Fig. 1: run 1, nets reached from selected ports
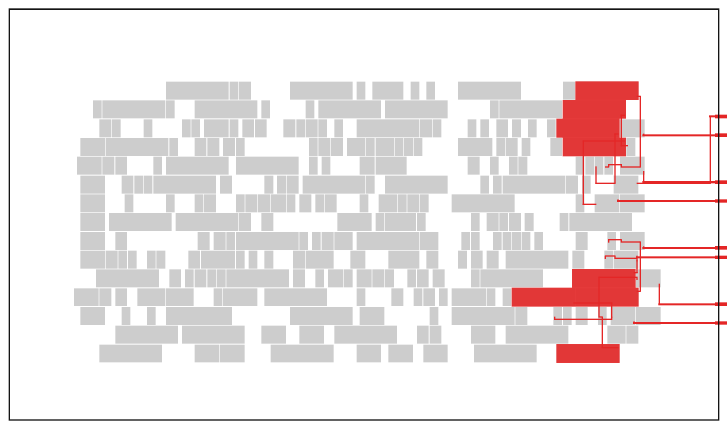
Fig. 2: run 1, signal wires by layer
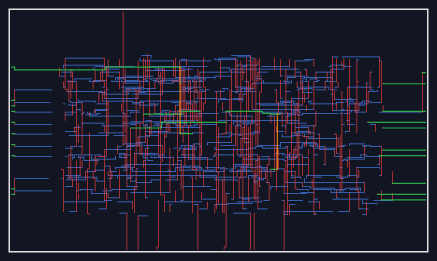
Fig. 3: run 1, routed clock nets over the placement
Bar = 20 um.
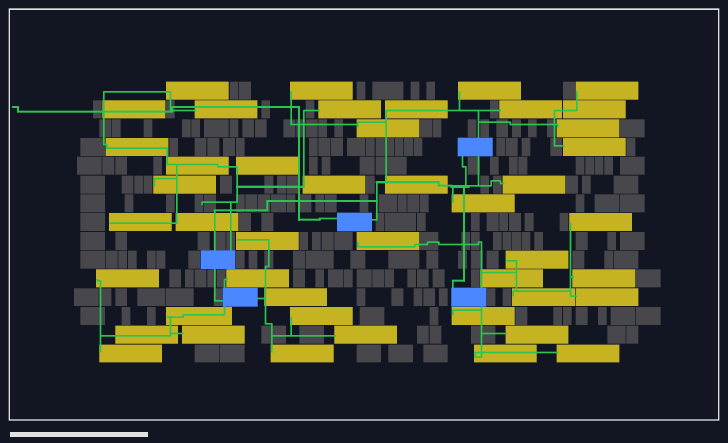
Fig. 4: run 1, the clock network
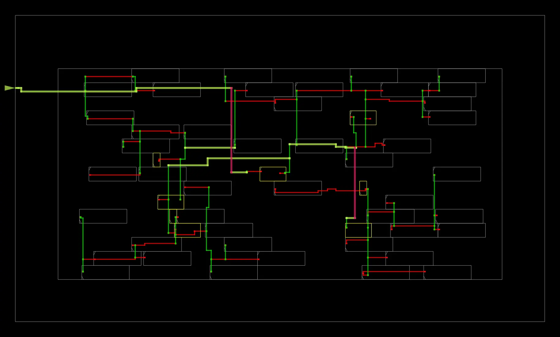
File: src/rtl/spi_slave_if.sv
// SPI slave bundle: serial pins, transmit holding-buffer handshake and
// receive outputs. The slave modport is what spi_slave uses; the master
// modport is the view of whoever drives the pins and the host side.
interface spi_slave_if;
    logic       cpol;
    logic       cpha;
    logic       sclk;
    logic       ss_n;
    logic       mosi;
    logic       miso;
    logic       miso_oe;
    logic [7:0] tx_data;
    logic       tx_wr;
    logic       tx_ready;
    logic [7:0] rx_data;
    logic       rx_done_tick;
    logic       busy;

    modport slave (
        input  cpol, cpha, sclk, ss_n, mosi, tx_data, tx_wr,
        output miso, miso_oe, tx_ready, rx_data, rx_done_tick, busy
    );

    modport master (
        output cpol, cpha, sclk, ss_n, mosi, tx_data, tx_wr,
        input  miso, miso_oe, tx_ready, rx_data, rx_done_tick, busy
    );
endinterface

File: src/rtl/spi_slave.sv
// SPI slave, all four CPOL/CPHA modes, oversampling the asynchronous SPI
// pins with the system clock. One-byte transmit holding buffer, MSB-first
// shifting in both directions, back-to-back bytes under one ss_n low.
module spi_slave (
    input  logic        clk,
    input  logic        reset_n,
    spi_slave_if.slave  bus
);

    typedef enum logic [0:0] {
        ST_IDLE   = 1'b0,
        ST_ACTIVE = 1'b1
    } state_e;

    // Synchronizers; ss_n stages reset low so that a select already held
    // low across reset is not mistaken for a fresh falling edge.
    logic       sclk_s1_q, sclk_s1_d;
    logic       sclk_s2_q, sclk_s2_d;
    logic       sclk_s3_q, sclk_s3_d;
    logic       ss_s1_q,   ss_s1_d;
    logic       ss_s2_q,   ss_s2_d;
    logic       ss_s3_q,   ss_s3_d;
    logic       mosi_s1_q, mosi_s1_d;
    logic       mosi_s2_q, mosi_s2_d;

    state_e     state_q,   state_d;
    logic [2:0] cnt_q,     cnt_d;
    logic [7:0] rx_sh_q,   rx_sh_d;
    logic [7:0] tx_sh_q,   tx_sh_d;
    logic [7:0] rx_data_q, rx_data_d;
    logic       rx_done_q, rx_done_d;
    logic [7:0] tx_buf_q,  tx_buf_d;
    logic       tx_ready_q, tx_ready_d;
    logic       miso_oe_q, miso_oe_d;
    logic       busy_q,    busy_d;

    logic       sclk_rise_s;
    logic       sclk_fall_s;
    logic       lead_s;
    logic       trail_s;
    logic       sample_s;
    logic       shift_s;
    logic       start_s;
    logic       run_s;
    logic       load_s;
    logic       wr_accept_s;
    logic [7:0] load_byte_s;

    // Edge classification and buffer handshake decisions for this cycle.
    always_comb begin
        sclk_rise_s = sclk_s2_q & ~sclk_s3_q;
        sclk_fall_s = ~sclk_s2_q & sclk_s3_q;
        lead_s      = bus.cpol ? sclk_fall_s : sclk_rise_s;
        trail_s     = bus.cpol ? sclk_rise_s : sclk_fall_s;
        sample_s    = bus.cpha ? trail_s : lead_s;
        shift_s     = bus.cpha ? lead_s : trail_s;
        start_s     = (state_q == ST_IDLE) & ss_s3_q & ~ss_s2_q;
        run_s       = (state_q == ST_ACTIVE) & ~ss_s2_q;
        // A load in CPHA=0 happens at select time because the first bit
        // must be on miso before the first (sampling) leading edge.
        load_s      = (start_s & ~bus.cpha) |
                      (run_s & shift_s & (cnt_q == 3'd0));
        load_byte_s = tx_ready_q ? 8'h00 : tx_buf_q;
        // A load frees the buffer in the same cycle, so a coincident write
        // is taken even if the buffer looked full.
        wr_accept_s = bus.tx_wr & (tx_ready_q | load_s);
    end

    // Next-state computation for the synchronizers, FSM and datapath.
    always_comb begin
        sclk_s1_d  = bus.sclk;
        sclk_s2_d  = sclk_s1_q;
        sclk_s3_d  = sclk_s2_q;
        ss_s1_d    = bus.ss_n;
        ss_s2_d    = ss_s1_q;
        ss_s3_d    = ss_s2_q;
        mosi_s1_d  = bus.mosi;
        mosi_s2_d  = mosi_s1_q;

        state_d    = state_q;
        cnt_d      = cnt_q;
        rx_sh_d    = rx_sh_q;
        tx_sh_d    = tx_sh_q;
        rx_data_d  = rx_data_q;
        rx_done_d  = 1'b0;
        tx_buf_d   = tx_buf_q;
        tx_ready_d = tx_ready_q;

        case (state_q)
            ST_IDLE: begin
                if (start_s) begin
                    state_d = ST_ACTIVE;
                    cnt_d   = 3'd0;
                    rx_sh_d = 8'h00;
                    if (!bus.cpha) begin
                        tx_sh_d = load_byte_s;
                    end else begin
                        tx_sh_d = tx_sh_q;
                    end
                end else begin
                    state_d = ST_IDLE;
                end
            end
            ST_ACTIVE: begin
                if (ss_s2_q) begin
                    // Deselect: drop any partial byte without reporting it.
                    state_d = ST_IDLE;
                    cnt_d   = 3'd0;
                    rx_sh_d = 8'h00;
                    tx_sh_d = 8'h00;
                end else if (sample_s) begin
                    rx_sh_d = {rx_sh_q[6:0], mosi_s2_q};
                    cnt_d   = cnt_q + 3'd1;
                    if (cnt_q == 3'd7) begin
                        rx_data_d = {rx_sh_q[6:0], mosi_s2_q};
                        rx_done_d = 1'b1;
                    end else begin
                        rx_data_d = rx_data_q;
                    end
                end else if (shift_s) begin
                    if (cnt_q == 3'd0) begin
                        tx_sh_d = load_byte_s;
                    end else begin
                        tx_sh_d = {tx_sh_q[6:0], 1'b0};
                    end
                end else begin
                    state_d = ST_ACTIVE;
                end
            end
            default: begin
                state_d = ST_IDLE;
                cnt_d   = 3'd0;
            end
        endcase

        if (wr_accept_s) begin
            tx_buf_d   = bus.tx_data;
            tx_ready_d = 1'b0;
        end else if (load_s) begin
            tx_ready_d = 1'b1;
        end else begin
            tx_ready_d = tx_ready_q;
        end

        miso_oe_d = (state_d == ST_ACTIVE);
        busy_d    = (state_d == ST_ACTIVE);
    end

    // State registers with asynchronous active-low reset.
    always_ff @(posedge clk or negedge reset_n) begin
        if (!reset_n) begin
            sclk_s1_q  <= 1'b0;
            sclk_s2_q  <= 1'b0;
            sclk_s3_q  <= 1'b0;
            ss_s1_q    <= 1'b0;
            ss_s2_q    <= 1'b0;
            ss_s3_q    <= 1'b0;
            mosi_s1_q  <= 1'b0;
            mosi_s2_q  <= 1'b0;
            state_q    <= ST_IDLE;
            cnt_q      <= 3'd0;
            rx_sh_q    <= 8'h00;
            tx_sh_q    <= 8'h00;
            rx_data_q  <= 8'h00;
            rx_done_q  <= 1'b0;
            tx_buf_q   <= 8'h00;
            tx_ready_q <= 1'b1;
            miso_oe_q  <= 1'b0;
            busy_q     <= 1'b0;
        end else begin
            sclk_s1_q  <= sclk_s1_d;
            sclk_s2_q  <= sclk_s2_d;
            sclk_s3_q  <= sclk_s3_d;
            ss_s1_q    <= ss_s1_d;
            ss_s2_q    <= ss_s2_d;
            ss_s3_q    <= ss_s3_d;
            mosi_s1_q  <= mosi_s1_d;
            mosi_s2_q  <= mosi_s2_d;
            state_q    <= state_d;
            cnt_q      <= cnt_d;
            rx_sh_q    <= rx_sh_d;
            tx_sh_q    <= tx_sh_d;
            rx_data_q  <= rx_data_d;
            rx_done_q  <= rx_done_d;
            tx_buf_q   <= tx_buf_d;
            tx_ready_q <= tx_ready_d;
            miso_oe_q  <= miso_oe_d;
            busy_q     <= busy_d;
        end
    end

    assign bus.miso         = tx_sh_q[7];
    assign bus.miso_oe      = miso_oe_q;
    assign bus.tx_ready     = tx_ready_q;
    assign bus.rx_data      = rx_data_q;
    assign bus.rx_done_tick = rx_done_q;
    assign bus.busy         = busy_q;

endmodule

File: src/flat_wrapper.sv
// flat-port wrapper written by rule: the top's interface ports become plain ports
module spi_slave_flat 
  (clk, reset_n, bus_cpol, bus_cpha, bus_sclk, bus_ss_n, bus_mosi, bus_tx_data, bus_tx_wr, bus_miso, bus_miso_oe, bus_tx_ready, bus_rx_data, bus_rx_done_tick, bus_busy);
  spi_slave_if bus_i ();
  input  logic clk;
  input  logic reset_n;
  input wire logic [$bits(bus_i.cpol)-1:0] bus_cpol;
  input wire logic [$bits(bus_i.cpha)-1:0] bus_cpha;
  input wire logic [$bits(bus_i.sclk)-1:0] bus_sclk;
  input wire logic [$bits(bus_i.ss_n)-1:0] bus_ss_n;
  input wire logic [$bits(bus_i.mosi)-1:0] bus_mosi;
  input wire logic [$bits(bus_i.tx_data)-1:0] bus_tx_data;
  input wire logic [$bits(bus_i.tx_wr)-1:0] bus_tx_wr;
  output wire logic [$bits(bus_i.miso)-1:0] bus_miso;
  output wire logic [$bits(bus_i.miso_oe)-1:0] bus_miso_oe;
  output wire logic [$bits(bus_i.tx_ready)-1:0] bus_tx_ready;
  output wire logic [$bits(bus_i.rx_data)-1:0] bus_rx_data;
  output wire logic [$bits(bus_i.rx_done_tick)-1:0] bus_rx_done_tick;
  output wire logic [$bits(bus_i.busy)-1:0] bus_busy;
  assign bus_i.cpol = bus_cpol;
  assign bus_i.cpha = bus_cpha;
  assign bus_i.sclk = bus_sclk;
  assign bus_i.ss_n = bus_ss_n;
  assign bus_i.mosi = bus_mosi;
  assign bus_i.tx_data = bus_tx_data;
  assign bus_i.tx_wr = bus_tx_wr;
  assign bus_miso = bus_i.miso;
  assign bus_miso_oe = bus_i.miso_oe;
  assign bus_tx_ready = bus_i.tx_ready;
  assign bus_rx_data = bus_i.rx_data;
  assign bus_rx_done_tick = bus_i.rx_done_tick;
  assign bus_busy = bus_i.busy;
  spi_slave u_core (.clk(clk), .reset_n(reset_n), .bus(bus_i));
endmodule
File: config.mk
export PLATFORM = sky130hd
export DESIGN_NAME = spi_slave_flat
export DESIGN_NICKNAME = d
export VERILOG_FILES = /design/src/rtl/spi_slave_if.sv /design/src/rtl/spi_slave.sv /design/src/flat_wrapper.sv
export SDC_FILE = /design/constraint.sdc
export NUM_CORES = 1
export LEC_CHECK = 0
export ABC_AREA = 1
export CAP_MARGIN = 30
export CORE_ASPECT_RATIO = 0.5
export CORE_MARGIN = 8
export CORE_UTILIZATION = 53
export DETAILED_ROUTE_END_ITERATION = 7
export HOLD_SLACK_MARGIN = 0.08
export PLACE_DENSITY_LB_ADDON = 0.05
export SKIP_LAST_GASP = 1
export SLEW_MARGIN = 15
export SYNTH_ARGS = -nofsm -noshare
export SYNTH_HDL_FRONTEND = slang
export SYNTH_SLANG_ARGS = --single-unit
export TNS_END_PERCENT = 10
File: constraint.sdc
create_clock -name clk -period 2 [get_ports clk]
set_input_delay 0.2 -clock clk [delete_from_list [all_inputs] [get_ports clk]]
set_output_delay 0.2 -clock clk [all_outputs]
set_load 0.05 [all_outputs]
==> run notes, run 1 <==
Synthesis and PnR results.

- The run finished with clean final reports.
- The number of hold buffers added after CTS was 1.
- The share of synthesized area spent on multiplexers is 0.
- The number of maximum-capacitance constraint violations is 0.
- The power report attributes to the clock group a share of 0.272.
- Measured on the finished design, the core utilization comes to 0.687.
- The critical path endpoint reads bus_tx_ready.
- Per the STA report, the cell with the highest stage delay on the worst path is sky130_fd_sc_hd__clkdlybuf4s50_1.
- The achievable frequency reads 550 MHz.
- The placed instance area is 2320 sq um.
- The critical path depth in cells is 1.
- The via count of the first global-routing pass is 1,629.
- The post-layout period usage of the worst path is 0.909.
- The pin count of the biggest net entering global routing reads 46.
- The stage delay of the slowest cell on the critical path reads 0.80 ns.
- The kind of cell adding the most delay to the critical path reads buffers and inverters.
- Post-CTS repair ended up resizing 0 cells.
- For this configuration, the core starts out at a cell density of 0.566.
- The sequential cell area share reads 0.467.
- From left edge to right edge, the die measures 103 um.
- After detailed routing, the number of vias per cell comes to 5.02.
- The logic depth of the worst register-to-register path is 8.
- The cell sequence reported for the critical path is clkdlybuf4s50_1.
- At the end of routability-driven placement, the weighted congestion stood at 0.801.
- The flip-flop and latch count after synthesis is 45.
- The met3 usage is 0.0398.
- The total iterations of the first detailed-routing run is 5.
- By instance count after routing, the leading logic cell type is sky130_fd_sc_hd__nand2_1.
- Per the layout report, the design carries 33 non-clock buffers.
- The final-stage net count reads 282.
- The power report attributes to the sequential group a share of 0.553.
- In the setup report, the worst path falls into the class reg2out.
- Per the synthesis report, the adder-cell share of the synthesized area is 0.0189.
- The maximum buffer depth of the clock tree is 2.
- The tally of non-filler cells in the final layout is 315.
- The clock period could shrink to 1.82 ns.
- The post-route report lists met1 wire length as 1800 um.
- The height of the die reads 59.3 um.
- The distinct cell type count of the synthesized netlist reads 23.
- In this run the worst setup path begins at u_core.bus.tx_ready.
- The most common cell in the netlist is sky130_fd_sc_hd__nand2_1.
- The most used routing layer in global routing is met2.
- The headroom to the max-slew limit is 0.635.
- The number of non-clock inverters is 21.
- Of the total power, combinational logic draws 0.175.
- The mean area per synthesized cell reads 8.67 sq um.
- The number of enable flip-flop cells reads 0.
- The worst hold slack after final layout is 0.344 ns.
- The tool warning count for the run is 27.
- The slack of the worst reg-to-reg path reads 0.32 ns.
- The top logic cell family in the synthesized netlist is simple AND/OR/NAND/NOR gates.
- The met2 routed wirelength is 1830 um.
- The overall die size recorded for this design is 6080 sq um.
- The tree is rooted in a sky130_fd_sc_hd__clkbuf_8.
- The global routing met1 resource utilization reads 0.167.
- The number of nets with antenna violations after routing reads 0.
- Per the OpenROAD power report, switching power amounts to 557 uW.
- The final timing report lists a hold violation count of 0.
- The number of antenna violations at the first check in global routing reads 0.
- The worst setup path is launched from a flip-flop.
- The synthesis area per yosys reads 1990 sq um.
- Ranked by instance count, the synthesized netlist is headed by sky130_fd_sc_hd__nand2_1 (75), sky130_fd_sc_hd__nand3_1 (47), sky130_fd_sc_hd__dfrtp_1 (44), sky130_fd_sc_hd__inv_1 (18), sky130_fd_sc_hd__nor2_1 (8).
- The warning tally printed by Yosys for this design is 0.
- The global-route wire length before repair is 6780 um.
- Setup repair after global routing left no endpoint under its margin.
- After layout, the design draws a total of 1950 uW.
- The remaining global-route overflow is 0.
- The final routed wire length divided by cell count is 12.2 um.
- Summed over all routing layers, the global router reports a total usage of 0.141.
- The proportion of netlist area held by the largest area contributor is 0.555.
- The largest cell class by area is registers.
- Leaving out fill and tap cells, the most frequent cells in the layout are sky130_fd_sc_hd__nand2_1 (75), sky130_fd_sc_hd__nand3_1 (47), sky130_fd_sc_hd__dfrtp_1 (44), sky130_fd_sc_hd__clkdlybuf4s50_1 (27), sky130_fd_sc_hd__inv_1 (18).
- The post-layout worst setup margin reads 0.182 ns.
- The global-route track usage on met2 is 0.243.
- The flip-flop and latch power reads 1080 uW.
- The registers of the reported paths see a clock transition of 0.08 ns.
- The number of setup violations in the final report reads 0.
- STA shows the worst min-delay path finishing at u_core.mosi_s1_q.
- The number of core rows reads 15.
- For this run, design rule violations remaining after detail routing come to 0.
- In the Yosys report the total cell count is 229.
- For this run, the script counts the antenna cells in the layout as 0.
- The number of setup buffers added after CTS is 0.
- The internal power component reads 1390 uW.
- The arrival time reported for the critical path endpoint is 1.62 ns.
- The script computed the net switching share of total power as 0.285.
- The sequential standard cell area reads 1130 sq um.
- The library cell with the largest summed area after synthesis reads sky130_fd_sc_hd__dfrtp_1.
- The number of cells produced by synthesis is 229.
- The tightest min-delay check is of the in2reg type.
- Summing all multi-input logic gate instances after layout gives 747 sq um.
- The mapped netlist covers 1990 sq um.
- The final tally of max-slew violations is 0.
- Of all flip-flops after synthesis, the portion carrying an async set or reset was 1.00.
- The hold path startpoint reads bus_mosi.
- The number of top-level pins is 29.
- Per report_power, the Clock row totals 531 uW.
- Per the detail_route log, met3 wirelength is 204 um.
- The power drawn by the combinational cells is 342 uW.
- The sum of negative setup slack is 0 ns.
- When the netlist entered floorplanning its net count stood at 248.
- The level count of the clock H-tree is 2.
Notes on Fig. 1 above:
Key: red = bus_rx_data [bits 8, direction output, end cells 8, buffers 8, wire 211 um]

Notes on Fig. 2 above:
Key: orange = met4 [wire length 29.9 um]; green = met3 [wire length 205 um]; blue = met1 [wire length 1,800 um]; red = met2 [wire length 1,830 um]

Notes on Fig. 3 above:
Key: green = clock wires [length 530 um]; blue = cells driving clock nets [count 5]; yellow = flip-flops [count 45]
There are 6 routed clock nets.

Notes on Fig. 4 above:
TritonCTS Buffers: 5
number of clock-tree buffers in the layout: 8
number of sequential cells: 45
clock latency of the later-clocked register in the worst-skew pair: 0.29 ns
TritonCTS sink count: 45

==> run 2, diff against run 1 <==
--- a/config.mk
+++ b/config.mk
@@ -13,7 +13,6 @@
 export DETAILED_ROUTE_END_ITERATION = 7
 export HOLD_SLACK_MARGIN = 0.08
 export PLACE_DENSITY_LB_ADDON = 0.05
-export SKIP_LAST_GASP = 1
 export SLEW_MARGIN = 15
 export SYNTH_ARGS = -nofsm -noshare
 export SYNTH_HDL_FRONTEND = slang
==> run 2 against run 1 <==
Compared with the run above:
- setup slack unchanged
- synthesized area unchanged
- critical path depth unchanged
- critical endpoint unchanged
- largest cell class unchanged
- largest power group unchanged
- highest routed layer unchanged
==> run notes, run 2 <==
Synthesis and PnR results.

- The placed instance area reads 2320 sq um.
- The fraction of power consumed by the clock network is 0.272.
- The number of cells produced by synthesis is 229.
- The final RePlAce weighted congestion reads 0.801.
- The arrival time of data at the worst endpoint is listed as 1.62 ns.
- The number of buffers created by CTS is 5.
- The end point of the most critical hold path reads u_core.mosi_s1_q.
- The total iterations of the first detailed-routing run reads 5.
- Walking the worst path, the cells encountered are clkdlybuf4s50_1.
- Registers take 1130 sq um.
- The power drawn by the combinational cells reads 342 uW.
- The number of non-clock inverters is 21.
- The maximum buffer depth of the clock tree reads 2.
- After synthesis, the largest family of logic cells by area is simple AND/OR/NAND/NOR gates.
- The number of buffers outside the clock class in the layout reads 33.
- The post-route core utilization reads 0.687.
- The number of nets with antenna violations after routing is 0.
- The first-iteration detailed-routing DRC count reads 48.
- The number of enable flip-flop cells is 0.
- The sequential cell area share is 0.467.
- The share of total power dissipated in sequential elements is 0.553.
- The layout sequential cell count is 45.
- The mean area per synthesized cell reads 8.67 sq um.
- The length of routed wiring on met1 reads 1800 um.
- The final routed wire length divided by cell count is 12.2 um.
- The startpoint type of the worst setup path reads a flip-flop.
- The most critical hold endpoint after final layout shows a slack of 0.344 ns.
- The most used routing layer in global routing is met2.
- The proportion of power drawn by combinational gates reads 0.175.
- The final antenna diode count reads 0.
- The final-report hold violation count is 0.
- The clock period could shrink to 1.82 ns.
- The longest incremental delay of any stage on the critical path is reported as 0.80 ns.
- The logic depth of the worst register-to-register path is 8.
- The most critical min-delay path falls under in2reg.
- Clock latency on the worst-skew pair, taken at its later pin, is 0.29 ns.
- The tally of non-filler cells in the final layout reads 315.
- The met3 usage is 0.0398.
- Ranked by instance count, the synthesized netlist is headed by sky130_fd_sc_hd__nand2_1 (75), sky130_fd_sc_hd__nand3_1 (47), sky130_fd_sc_hd__dfrtp_1 (44), sky130_fd_sc_hd__inv_1 (18), sky130_fd_sc_hd__nor2_1 (8).
- The most common cell in the netlist reads sky130_fd_sc_hd__nand2_1.
- The detailed-placement wirelength estimate is 2810 um.
- The sequential power reported by the tool is 1080 uW.
- The adder-cell share of the synthesized area reads 0.0189.
- The clock network contribution to total cell area is 0.0332.
- The global routing met1 resource utilization reads 0.167.
- The report lists the number of cells resized after CTS as 0.
- The hold path startpoint reads bus_mosi.
- For reference, the most critical setup path is categorized as reg2out.
- The slowest stage cell on the critical path is sky130_fd_sc_hd__clkdlybuf4s50_1.
- The headroom to the max-slew limit is 0.635.
- The number of setup violations in the final report reads 0.
- The distinct cell type count of the synthesized netlist reads 23.
- The critical path depth in cells is 1.
- Of the post-synthesis cell area, the dominant cell type holds 0.555.
- The number of maximum-capacitance constraint violations is 0.
- The cell kind with the greatest summed area is registers.
- Per the cell usage report, the commonest logic cell in the layout is sky130_fd_sc_hd__nand2_1.
- The simple-gate share of the synthesized area is 0.327.
- The floorplan core density is 0.566.
- The final tally of max-slew violations reads 0.
- The startpoint of the most critical setup path reads u_core.bus.tx_ready.
- The flow ran to the end, and the final reports show no timing, DRC or antenna violations.
- The level count of the clock H-tree is 2.
- The detailed-routed wire length on met3 reads 204 um.
- The post-layout worst setup margin is 0.182 ns.
- The flip-flop and latch count after synthesis reads 45.
- The final layout reports a setup TNS of 0 ns.
- The final power report lists total power as 1950 uW.
- The library cell with the largest summed area after synthesis is sky130_fd_sc_hd__dfrtp_1.
- The cell family contributing the most delay on the critical path is buffers and inverters.
- Setup repair after global routing left no endpoint under its margin.
- CTS placed an instance of sky130_fd_sc_hd__clkbuf_8 at the clock tree root.
- The switching portion of total power comes to 0.285.
- Across every metal layer, demand over resource in global routing totals 0.141.
- The standby leakage power reads 0.00123 uW.
- The post-CTS clock slew at the launch and capture registers of the worst setup and hold paths is 0.08 ns.
- The cell area after synthesis reads 1990 sq um.
- The clock network consumes a total of 531 uW.
- The number of antenna violations at the first check in global routing reads 0.
- Leaving out fill and tap cells, the most frequent cells in the layout are sky130_fd_sc_hd__nand2_1 (75), sky130_fd_sc_hd__nand3_1 (47), sky130_fd_sc_hd__dfrtp_1 (44), sky130_fd_sc_hd__clkdlybuf4s50_1 (27), sky130_fd_sc_hd__inv_1 (18).
- The height of the die is 59.3 um.
- The full die area is 6080 sq um.
- Buffers added to address setup during post-CTS repair amount to 0.
- The remaining global-route overflow is 0.
- Clock tree synthesis found a total of 45 sinks.
- In the power breakdown, the internal column shows 1390 uW.
- The achievable frequency reads 550 MHz.
- The post-layout period usage of the worst path reads 0.909.
- In the detailed route, the total length drawn on met2 is 1830 um.
- The async set-or-reset flop fraction in the synthesized netlist is 1.00.
- The global-route track usage on met2 is 0.243.
- The pin count of the biggest net entering global routing reads 46.
- For reference, the mux area share after synthesis is 0.
- The tool warning count reads 27.
- The final routed DRC violation total is 0.
- 29 I/O pins were placed.
- Summed over all nets, the switching power comes to 557 uW.
- The required time at the worst-slack endpoint reads 1.80 ns.
- The script logs the ratio of routed vias to standard cells as 5.02.
- The synthesis area per yosys is 1990 sq um.
- The clock buffers instantiated in the layout total 8.
- The first global-routing pass estimated 6780 um of wire.
- Measured along the x axis, the die boundary spans 103 um.
- Summing all multi-input logic gate instances after layout gives 747 sq um.
- The cell count in the Yosys report is 229.
- The final-stage net count reads 282.
- For reference, the critical path is captured by bus_tx_ready.
- The number of nets produced by synthesis reads 248.
- For this run, the number of Yosys warnings is 0.
- The slack of the worst reg-to-reg path reads 0.32 ns.
- The via count of the first global-routing pass reads 1,629.
- The number of core rows reads 15.
- The count of hold-fix buffers inserted at cts is 1.
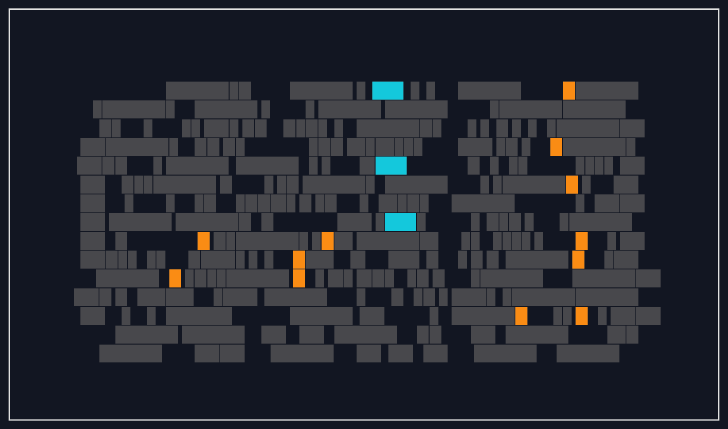
Fig. 5. Selected gate families (run 2).
Key: orange = inverting AOI/OAI gates [cells 12]; cyan = adder and majority cells [cells 3, most used ha_1]

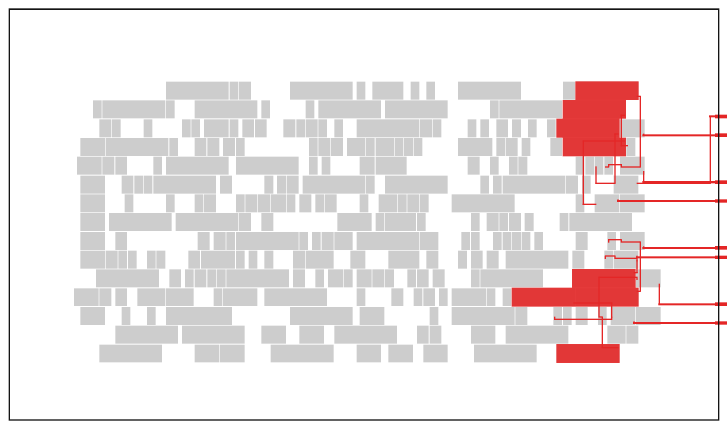
Fig. 6. Nets reached from selected ports (run 2).
Key: red = bus_rx_data [bits 8, direction output, end cells 8, buffers 8, wire 211 um]

Power is estimated from default activity; no workload was simulated.
